File: config.mk
export PLATFORM = sky130hd
export DESIGN_NAME = dadda_mult_pipe_flat
export DESIGN_NICKNAME = d
export VERILOG_FILES = /design/src/rtl/dadda_mult_pipe_if.sv /design/src/rtl/dadda_mult_pipe.sv /design/src/flat_wrapper.sv
export SDC_FILE = /design/constraint.sdc
export NUM_CORES = 1
export LEC_CHECK = 0
export CAP_MARGIN = 10
export CELL_PAD_IN_SITES_DETAIL_PLACEMENT = 1
export CELL_PAD_IN_SITES_GLOBAL_PLACEMENT = 2
export CORE_MARGIN = 5
export CORE_UTILIZATION = 40
export CTS_BUF_LIST = sky130_fd_sc_hd__clkbuf_4 sky130_fd_sc_hd__clkbuf_8 sky130_fd_sc_hd__clkbuf_16
export CTS_CLUSTER_SIZE = 14
export DETAILED_ROUTE_END_ITERATION = 10
export DONT_BUFFER_PORTS = 1
export HOLD_SLACK_MARGIN = 0.05
export PLACE_DENSITY_LB_ADDON = 0.1
export SYNTH_ARGS = -nofsm -noshare
export SYNTH_HDL_FRONTEND = slang
export SYNTH_SLANG_ARGS = --single-unit
File: constraint.sdc
create_clock -name clk -period 4.3 [get_ports clk]
set_input_delay 1.29 -clock clk [delete_from_list [all_inputs] [get_ports clk]]
set_output_delay 1.29 -clock clk [all_outputs]
set_load 0.05 [all_outputs]
File: src/rtl/dadda_mult_pipe_if.sv
// Operand/result handshake bundle for the pipelined Dadda multiplier.
// The master side produces operands and consumes products; the slave side is the multiplier.
interface dadda_mult_pipe_if #(
  parameter int WIDTH = 4
);
  logic               in_valid;
  logic               in_ready;
  logic [WIDTH-1:0]   a;
  logic [WIDTH-1:0]   b;
  logic               is_signed;
  logic               out_valid;
  logic               out_ready;
  logic [2*WIDTH-1:0] op;

  modport master (
    output in_valid, a, b, is_signed, out_ready,
    input  in_ready, out_valid, op
  );

  modport slave (
    input  in_valid, a, b, is_signed, out_ready,
    output in_ready, out_valid, op
  );
endinterface

File: src/rtl/dadda_mult_pipe.sv
// WIDTH x WIDTH three-stage Dadda-tree multiplier with valid/ready on both sides.
// Signed operands use the Baugh-Wooley partial-product form, so one tree serves both modes.
module dadda_mult_pipe #(
  parameter int WIDTH = 4
) (
  input logic         clk,
  input logic         rst_n,
  dadda_mult_pipe_if.slave bus
);
  localparam int PW   = 2 * WIDTH;
  localparam int MAXH = WIDTH;

  // Dadda height sequence 2,3,4,6,9,13,...
  function automatic int dadda_height(input int k);
    int d;
    d = 2;
    for (int i = 0; i < k; i++) d = (d * 3) / 2;
    return d;
  endfunction

  function automatic int dadda_stages(input int h);
    int n;
    n = 0;
    for (int i = 0; i < 16; i++) if (dadda_height(i) < h) n++;
    return n;
  endfunction

  localparam int NSTG = dadda_stages(MAXH);

  logic advance;
  logic vld_p1, vld_p2, vld_p3;

  logic [WIDTH-1:0] pp_d  [WIDTH];
  logic [WIDTH-1:0] pp_p1 [WIDTH];
  logic             sgn_p1;
  logic [PW-1:0]    row_a, row_b;
  logic [PW-1:0]    row_a_p2, row_b_p2;
  logic [PW-1:0]    op_p3;

  // One global stall: every stage moves together or nothing moves.
  assign advance       = !vld_p3 || bus.out_ready;
  assign bus.in_ready  = advance;
  assign bus.out_valid = vld_p3;
  assign bus.op        = op_p3;

  always_ff @(posedge clk or negedge rst_n) begin
    if (!rst_n) begin
      vld_p1 <= 1'b0;
      vld_p2 <= 1'b0;
      vld_p3 <= 1'b0;
    end else if (advance) begin
      vld_p1 <= bus.in_valid;
      vld_p2 <= vld_p1;
      vld_p3 <= vld_p2;
    end
  end

  // ---- S1: partial-product matrix, row i = multiplier bit i ----
  always_comb begin
    for (int i = 0; i < WIDTH; i++) begin
      for (int j = 0; j < WIDTH; j++) begin
        pp_d[i][j] = bus.a[j] & bus.b[i];
        if (bus.is_signed && ((i == WIDTH-1) != (j == WIDTH-1)))
          pp_d[i][j] = !pp_d[i][j];
      end
    end
  end

  always_ff @(posedge clk) begin
    if (advance && bus.in_valid) begin
      pp_p1  <= pp_d;
      sgn_p1 <= bus.is_signed;
    end
  end

  // ---- S2: Dadda column reduction down to two rows ----
  always_comb begin
    logic [MAXH-1:0] col  [PW];
    logic [MAXH-1:0] nxt  [PW];
    int              cnt  [PW];
    int              ncnt [PW];
    int              d, h, p;
    logic            x, y, z;
    col   = '{default: '0};
    nxt   = '{default: '0};
    cnt   = '{default: 0};
    ncnt  = '{default: 0};
    d     = 0;
    h     = 0;
    p     = 0;
    x     = 1'b0;
    y     = 1'b0;
    z     = 1'b0;
    row_a = '0;
    row_b = '0;

    for (int i = 0; i < WIDTH; i++) begin
      for (int j = 0; j < WIDTH; j++) begin
        col[i+j][cnt[i+j]] = pp_p1[i][j];
        cnt[i+j] = cnt[i+j] + 1;
      end
    end
    // Baugh-Wooley correction ones; zero in unsigned mode.
    col[WIDTH][cnt[WIDTH]] = sgn_p1;
    cnt[WIDTH] = cnt[WIDTH] + 1;
    col[PW-1][cnt[PW-1]] = sgn_p1;
    cnt[PW-1] = cnt[PW-1] + 1;

    for (int s = NSTG - 1; s >= 0; s--) begin
      d    = dadda_height(s);
      nxt  = '{default: '0};
      ncnt = '{default: 0};
      for (int c = 0; c < PW; c++) begin
        // Carries already dropped into this column count toward its new height.
        h = cnt[c] + ncnt[c];
        p = 0;
        for (int k = 0; k < MAXH; k++) begin
          if (h > d) begin
            x = col[c][p];
            y = col[c][p+1];
            if (h == d + 1) begin
              nxt[c][ncnt[c]] = x ^ y;
              ncnt[c] = ncnt[c] + 1;
              if (c + 1 < PW) begin
                nxt[c+1][ncnt[c+1]] = x & y;
                ncnt[c+1] = ncnt[c+1] + 1;
              end
              p = p + 2;
              h = h - 1;
            end else begin
              z = col[c][p+2];
              nxt[c][ncnt[c]] = x ^ y ^ z;
              ncnt[c] = ncnt[c] + 1;
              if (c + 1 < PW) begin
                nxt[c+1][ncnt[c+1]] = (x & y) | (x & z) | (y & z);
                ncnt[c+1] = ncnt[c+1] + 1;
              end
              p = p + 3;
              h = h - 2;
            end
          end
        end
        for (int k = 0; k < MAXH; k++) begin
          if (k >= p && k < cnt[c]) begin
            nxt[c][ncnt[c]] = col[c][k];
            ncnt[c] = ncnt[c] + 1;
          end
        end
      end
      col = nxt;
      cnt = ncnt;
    end

    for (int c = 0; c < PW; c++) begin
      row_a[c] = col[c][0];
      row_b[c] = col[c][1];
    end
  end

  always_ff @(posedge clk) begin
    if (advance && vld_p1) begin
      row_a_p2 <= row_a;
      row_b_p2 <= row_b;
    end
  end

  // ---- S3: carry-propagate add; carry out of the top bit is dropped ----
  always_ff @(posedge clk or negedge rst_n) begin
    if (!rst_n) begin
      op_p3 <= '0;
    end else if (advance && vld_p2) begin
      op_p3 <= row_a_p2 + row_b_p2;
    end
  end
endmodule
File: src/flat_wrapper.sv
// flat-port wrapper written by rule: the top's interface ports become plain ports
module dadda_mult_pipe_flat 
#(
  parameter int WIDTH = 4
)
  (clk, rst_n, bus_in_valid, bus_a, bus_b, bus_is_signed, bus_out_ready, bus_in_ready, bus_out_valid, bus_op);
  dadda_mult_pipe_if #(.WIDTH(WIDTH)) bus_i ();
  input logic clk;
  input logic rst_n;
  input wire logic [$bits(bus_i.in_valid)-1:0] bus_in_valid;
  input wire logic [$bits(bus_i.a)-1:0] bus_a;
  input wire logic [$bits(bus_i.b)-1:0] bus_b;
  input wire logic [$bits(bus_i.is_signed)-1:0] bus_is_signed;
  input wire logic [$bits(bus_i.out_ready)-1:0] bus_out_ready;
  output wire logic [$bits(bus_i.in_ready)-1:0] bus_in_ready;
  output wire logic [$bits(bus_i.out_valid)-1:0] bus_out_valid;
  output wire logic [$bits(bus_i.op)-1:0] bus_op;
  assign bus_i.in_valid = bus_in_valid;
  assign bus_i.a = bus_a;
  assign bus_i.b = bus_b;
  assign bus_i.is_signed = bus_is_signed;
  assign bus_i.out_ready = bus_out_ready;
  assign bus_in_ready = bus_i.in_ready;
  assign bus_out_valid = bus_i.out_valid;
  assign bus_op = bus_i.op;
  dadda_mult_pipe #(.WIDTH(WIDTH)) u_core (.clk(clk), .rst_n(rst_n), .bus(bus_i));
endmodule
==> deck_impl_summary.md, run 1 <==
Physical Implementation Snapshot

Critical path
  – R2r worst-path depth: 2
  – Critical path data arrival time: 1.84 ns

Timing
  – Hold_ws: 0.426 ns
  – Unrepaired setup endpoints after global routing: false
  – Rel. slew slack: 48.5%
  – Worst Skew: 0.00509 ns
  – Hold Fails Final Rpt: 0

Global routing
  – Largest net degree at the start of global routing: 18

Finish
  – Combinational gate area: 593 sq um
  – Non-Clock Buffer Count: 0
  – ANT cells: 0
  – Comb/total area: 29.7%
  – Clk cell area share: 4.26%

Placement
  – Dpl ws: 1.16 ns
  – Placed cells: 182

Detailed routing
  – DR pass1 iterations: 2
  – Met1 WL: 1.09 mm
  – Met3 WL: 195 um

Run status
  – Status: complete, no violations

Worst hold path
  – Hold Path Class: flop to flop

Yosys
  – Yosys top cell by area: edfxtp_1
  – Post-synth cell types: 22

Clocking
  – Setup bufs post-CTS: 0
  – TritonCTS buffer count: 5
  – Root buffer cell: clkbuf_8
  – CTS tree: done

Floorplanning
  – Site Rows: 24
-- run 1: metal layers --
| layer | GRT usage [%] | up-vias |
|---|---|---|
| li1 | - | 453 |
| met1 | 10.7 | 438 |
| met2 | 18.6 | 28 |
| met3 | 4.23 | 4 |
| met4 | 6.29 | 0 |
| met5 | 0 | - |
-- run 1: how the worst max path moves through the flow --
stage                  startpoint            to  slack, ns  cells past startpoint
floorplan           bus_out_ready  bus_in_ready       1.39                      2
global placement    bus_out_ready  bus_in_ready       1.18                      1
detailed placement  bus_out_ready  bus_in_ready       1.16                      1
CTS                 bus_out_ready  bus_in_ready       1.16                      1
global route        bus_out_ready  bus_in_ready       1.14                      1
finish              bus_out_ready  bus_in_ready       1.17                      1
Fig. 1: run 1, routed metal per tile
The die is cut into 16 by 16 equal tiles; black is low, pale yellow is high, scaled to the fullest tile. Values are wire area over tile area, all layers added.
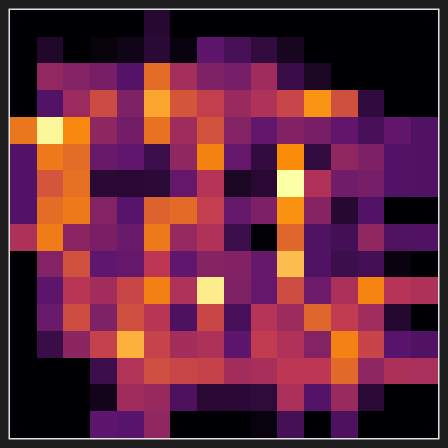
The emptiest ninth of the die: top right. The fullest tile reaches 0.25. 20% of the tiles are over half the peak. The densest ninth of the die: middle. 23% of the tiles are nearly empty. The mean over all tiles is 0.074.
average wire per standard cell: 14.9 um
routed vias: 923
total wire length: 2.83 mm
Total GRT Usage: 10.6%

Fig. 2: run 1, M1 wires
Supply wires on this layer in gray.
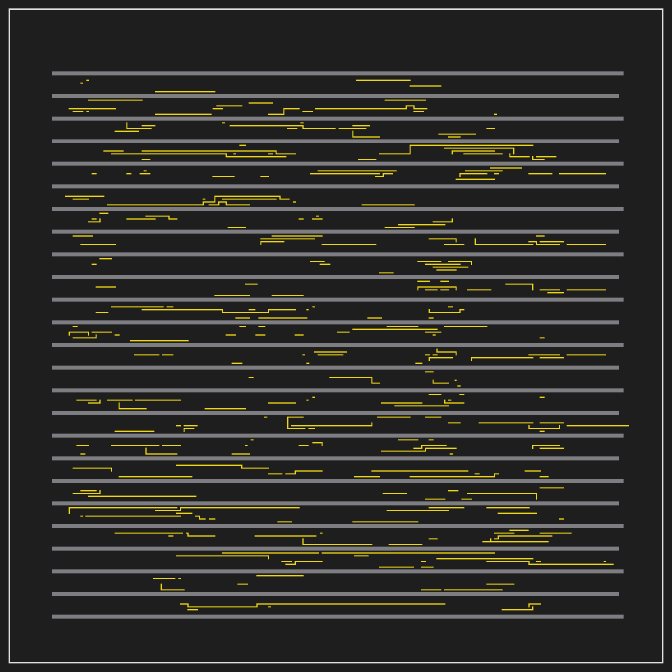
The wires run mostly horizontal. The longest straight run is 22.5 um. 155 nets have wire on it. The layer carries 1090 um of wire.
met1 usage: 10.7%

Fig. 3: run 1, placement view
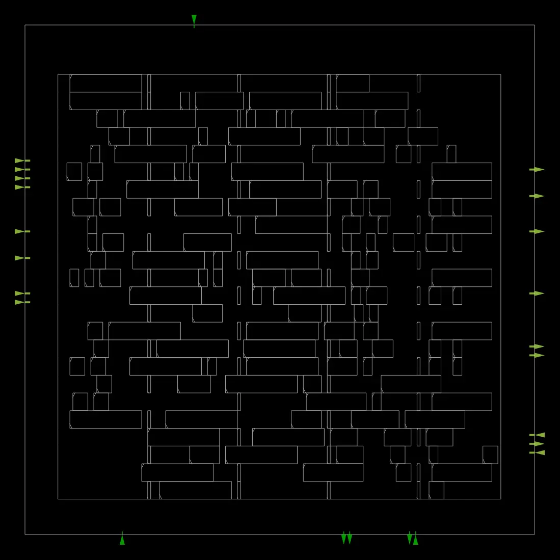
register share of the cell area: 60.4%
Well Taps: 52
floorplan core area: 0.00444 sq mm
fill count: 455

Fig. 4: run 1, routed metal, one color a layer
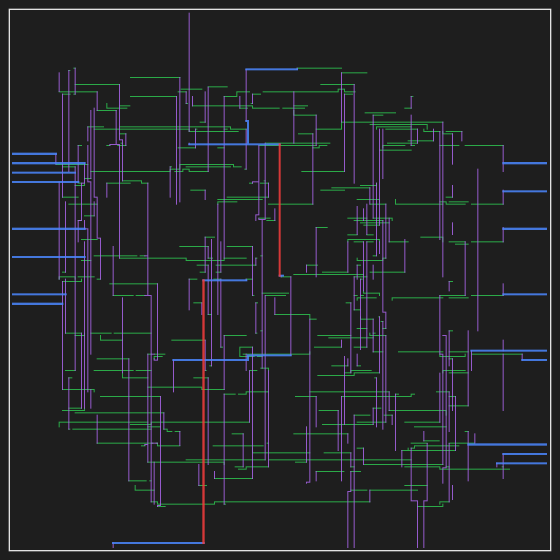

==> run 2: changes to the inputs <==
- CORE_UTILIZATION: 40 -> 39
- clock period: 4.3 -> 2.5 ns (I/O delays scaled with it)
Fig. 5: run 2, routed metal, one color a layer
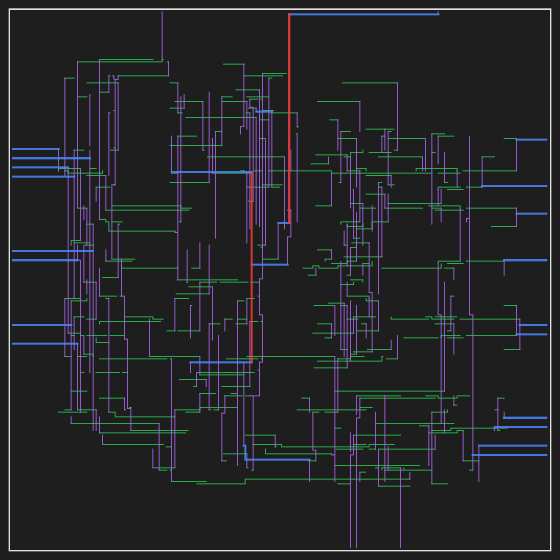
Key: purple = met2 [wire length 1500 um]; red = met4 [wire length 58.5 um]; green = met1 [wire length 1030 um]; blue = met3 [wire length 205 um]

==> run 2 against run 1 <==
  * Non-clock buffer count increased by 3
  * First-iteration DRC count increased by 35%
  * Synthesized cell count unchanged
  * Critical endpoint unchanged
  * Register-to-register slack got worse by 1.3 ns
  * Critical path type unchanged
  * Wire length decreased by 1.4%
  * Power increased by 84%
  * Hold slack got worse by 0.28 ns
==> deck_impl_summary.md, run 2 <==
Physical Implementation Snapshot

Run status
  – Status: complete, no violations

Placement
  – Dpl ws: 0.523 ns
  – Placed cells: 187

Detailed routing
  – Met1 WL: 1.03 mm
  – Average wire per standard cell: 14.3 um
  – Total wire length: 2.79 mm
  – Met3 WL: 204 um
  – Routed vias: 942
  – Antenna Nets Post-Route: 0
  – DR pass1 iterations: 4

Finish
  – ANT cells: 0
  – Combinational gate area: 593 sq um

Timing
  – Hold_ws: 0.142 ns
  – Hold Fails Final Rpt: 0
  – Rel. slew slack: 61.0%
  – Unrepaired setup endpoints after global routing: false
  – Worst Skew: 0.00290 ns

Global routing
  – Most used routing layer: met2
  – Met1 usage: 10.2%
  – GRT met2 Usage: 17.8%
  – Largest net degree at the start of global routing: 18
  – Met3 GRT Util: 4.42%

Clocking
  – TritonCTS buffer count: 5
  – Setup bufs post-CTS: 0

Floorplanning
  – Floorplan core area: 0.00469 sq mm
  – Site Rows: 25

Critical path
  – CP startpoint: bus_out_ready
  – R2r worst-path depth: 7
  – Levels on crit path: 2
  – Critical path data arrival time: 1.22 ns

Yosys
  – Post-synth cell types: 22
Fig. 6: run 2, routed metal per tile
The die is cut into 16 by 16 equal tiles; black is low, pale yellow is high, scaled to the fullest tile. Values are wire area over tile area, all layers added.
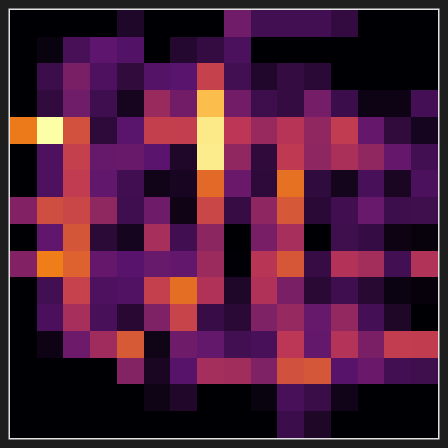
25% of the tiles are nearly empty. The fullest tile reaches 0.33. The densest ninth of the die: middle. The mean over all tiles is 0.072. 13% of the tiles are over half the peak.

==> run 2: cell count changes in the layout (fill, tap and decap cells not counted) <==
cell	delta
buf_4	+2
bufinv_16	+1
clkinvlp_4	+2
clkbuf_4	-1
clkinv_1	-1
buf_12	+1
clkinv_2	-1
==> run 2: power by group <==
part | switching (uW) | internal [uW] | total [uW] | leakage, uW
combinational | 241 | 187 | 427 | 0.000330
sequential | 303 | 921 | 1220 | 0.000430
clock | 237 | 297 | 534 | 0.0000504
==> run 2: cell type report <==
class | instances | share of cell area [%]
flip-flops and latches | 42 | 58.4
well taps | 54 | 3.27
inverters | 13 | 2.36
multi-input cells | 75 | 28.7
clock buffers | 5 | 3.33
clock inverters | 3 | 2.18
repair buffers | 3 | 1.70
Fig. 7: run 2, cells colored by class
Bar = 20 um. Fill, decap, tap and diode cells in gray.
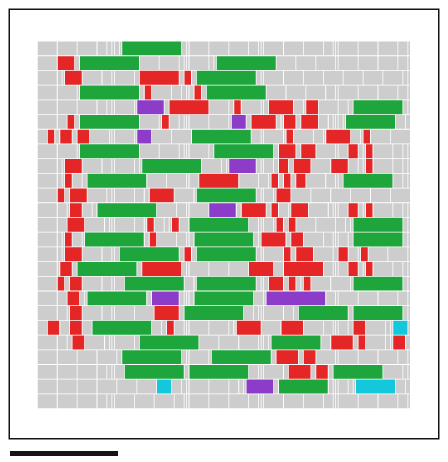

==> run 3: changes to the inputs <==
- CORE_UTILIZATION: 39 -> 40
- clock period: 2.5 -> 1.86 ns (I/O delays scaled with it)
Fig. 8: run 3, cells colored by class
Bar = 20 um. Fill, decap, tap and diode cells in gray.
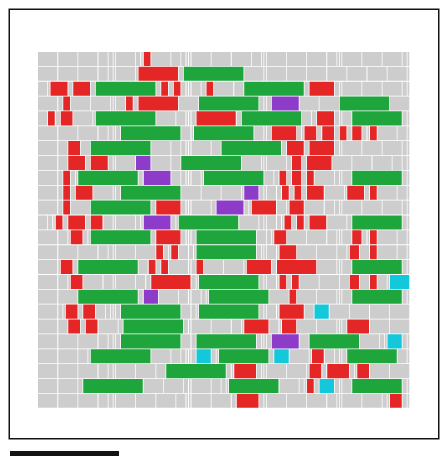
Key: green = flip-flops [cells 42]; red = all other logic [cells 88]; cyan = other buffers and delay cells [cells 6]; purple = clock drivers and dummy loads [cells 8]

==> run 3 against run 2 <==
  * Sequential cell count stayed put
  * Final cell count is 0.51% higher
  * Combinational power is 37% higher
  * Critical path type is now flop to flop
==> deck_impl_summary.md, run 3 <==
Physical Implementation Snapshot

Finish
  – ANT cells: 0

Detailed routing
  – Average wire per standard cell: 13.7 um
  – Routed vias: 944
  – Antenna Nets Post-Route: 0
  – DR pass1 iterations: 2
  – Met1 WL: 1.05 mm
  – Total wire length: 2.69 mm
  – Met3 WL: 175 um

Yosys
  – Area leader share: 49.9%
  – Chip area line of the yosys report: 0.00187 sq mm
  – Yosys top cell by area: edfxtp_1
  – Post-synth cell types: 22

Clocking
  – CTS tree: done
  – CTS Hold Bufs: 1
  – Htree depth: 2
  – Setup bufs post-CTS: 0
  – TritonCTS buffer count: 5
  – Root buffer cell: clkbuf_8

Critical path
  – End of the critical path: u_core.bus.op[7]
  – Critical path data arrival time: 1.87 ns
  – Worst Path Required: 2.03 ns
  – CP delay by family, top: adder cells
  – Levels on crit path: 7
  – Worst setup EP type: flop
  – CP startpoint: u_core.row_b_p2[1]
  – R2r worst-path depth: 7

Timing
  – Unrepaired setup endpoints after global routing: false
  – Final setup viols: 0
  – Rel. slew slack: 65.8%
  – Hold Fails Final Rpt: 0
  – Hold_ws: 0.369 ns
  – Final TNS setup: 0 ns

Floorplanning
  – Site Rows: 24
  – Floorplan core area: 0.00444 sq mm
  – Die X: 78.3 um

Run status
  – Status: complete, no violations

Global routing
  – Total GRT Usage: 10.2%
  – GRT met2 Usage: 17.2%
  – Met3 GRT Util: 3.32%
  – Largest net degree at the start of global routing: 18
  – Vias in the first global route: 1047
  – Most used routing layer: met2
  – Met1 usage: 10.8%

Placement
  – Dpl ws: 0.0781 ns

Worst hold path
  – Cell count of the worst hold path: 0
Fig. 9: run 3, routed metal, one color a layer
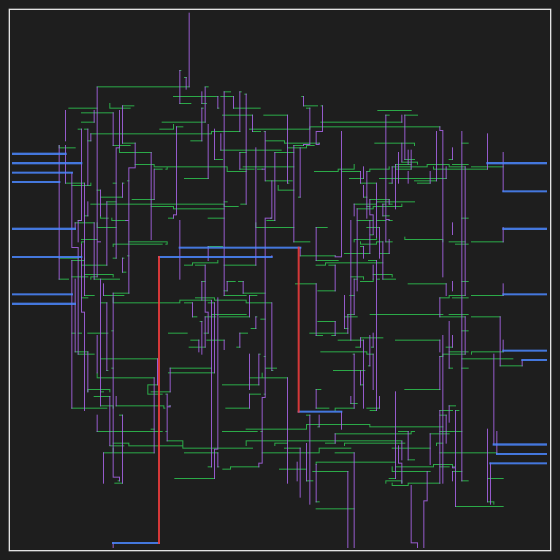
Key: purple = met2 [wire length 1390 um]; blue = met3 [wire length 175 um]; red = met4 [wire length 65.3 um]; green = met1 [wire length 1050 um]

run 3: power breakdown:
group | internal [uW] | switching [uW] | total, uW
combinational | 258 | 329 | 587
clock | 310 | 278 | 588
sequential | 1240 | 404 | 1640
run 3: final cells by class:
class,instances,area (sq um)
Timing Repair Buffer,6,47.5
Tap cell,52,65.1
Clock buffer,8,91.3
Sequential cell,42,1210
Fill cell,460,2390
Inverter,13,48.8
Multi-Input combinational cell,75,598
run 3: cells by family (layout without fill, tap and decap cells):
logic type | after synthesis | in the layout | synth area share, %
and+or+nand+nor | 36 | 36 | 9.52
adders and majority gates | 13 | 13 | 10.7
muxes | 4 | 4 | 2.41
buffers and inverters | 16 | 27 | 3.62
DFF | 42 | 42 | 64.6
xor gates and xnor gates | 10 | 10 | 4.69
AOI/OAI and AO/OA | 12 | 12 | 4.42
Power is estimated from default activity; no workload was simulated.
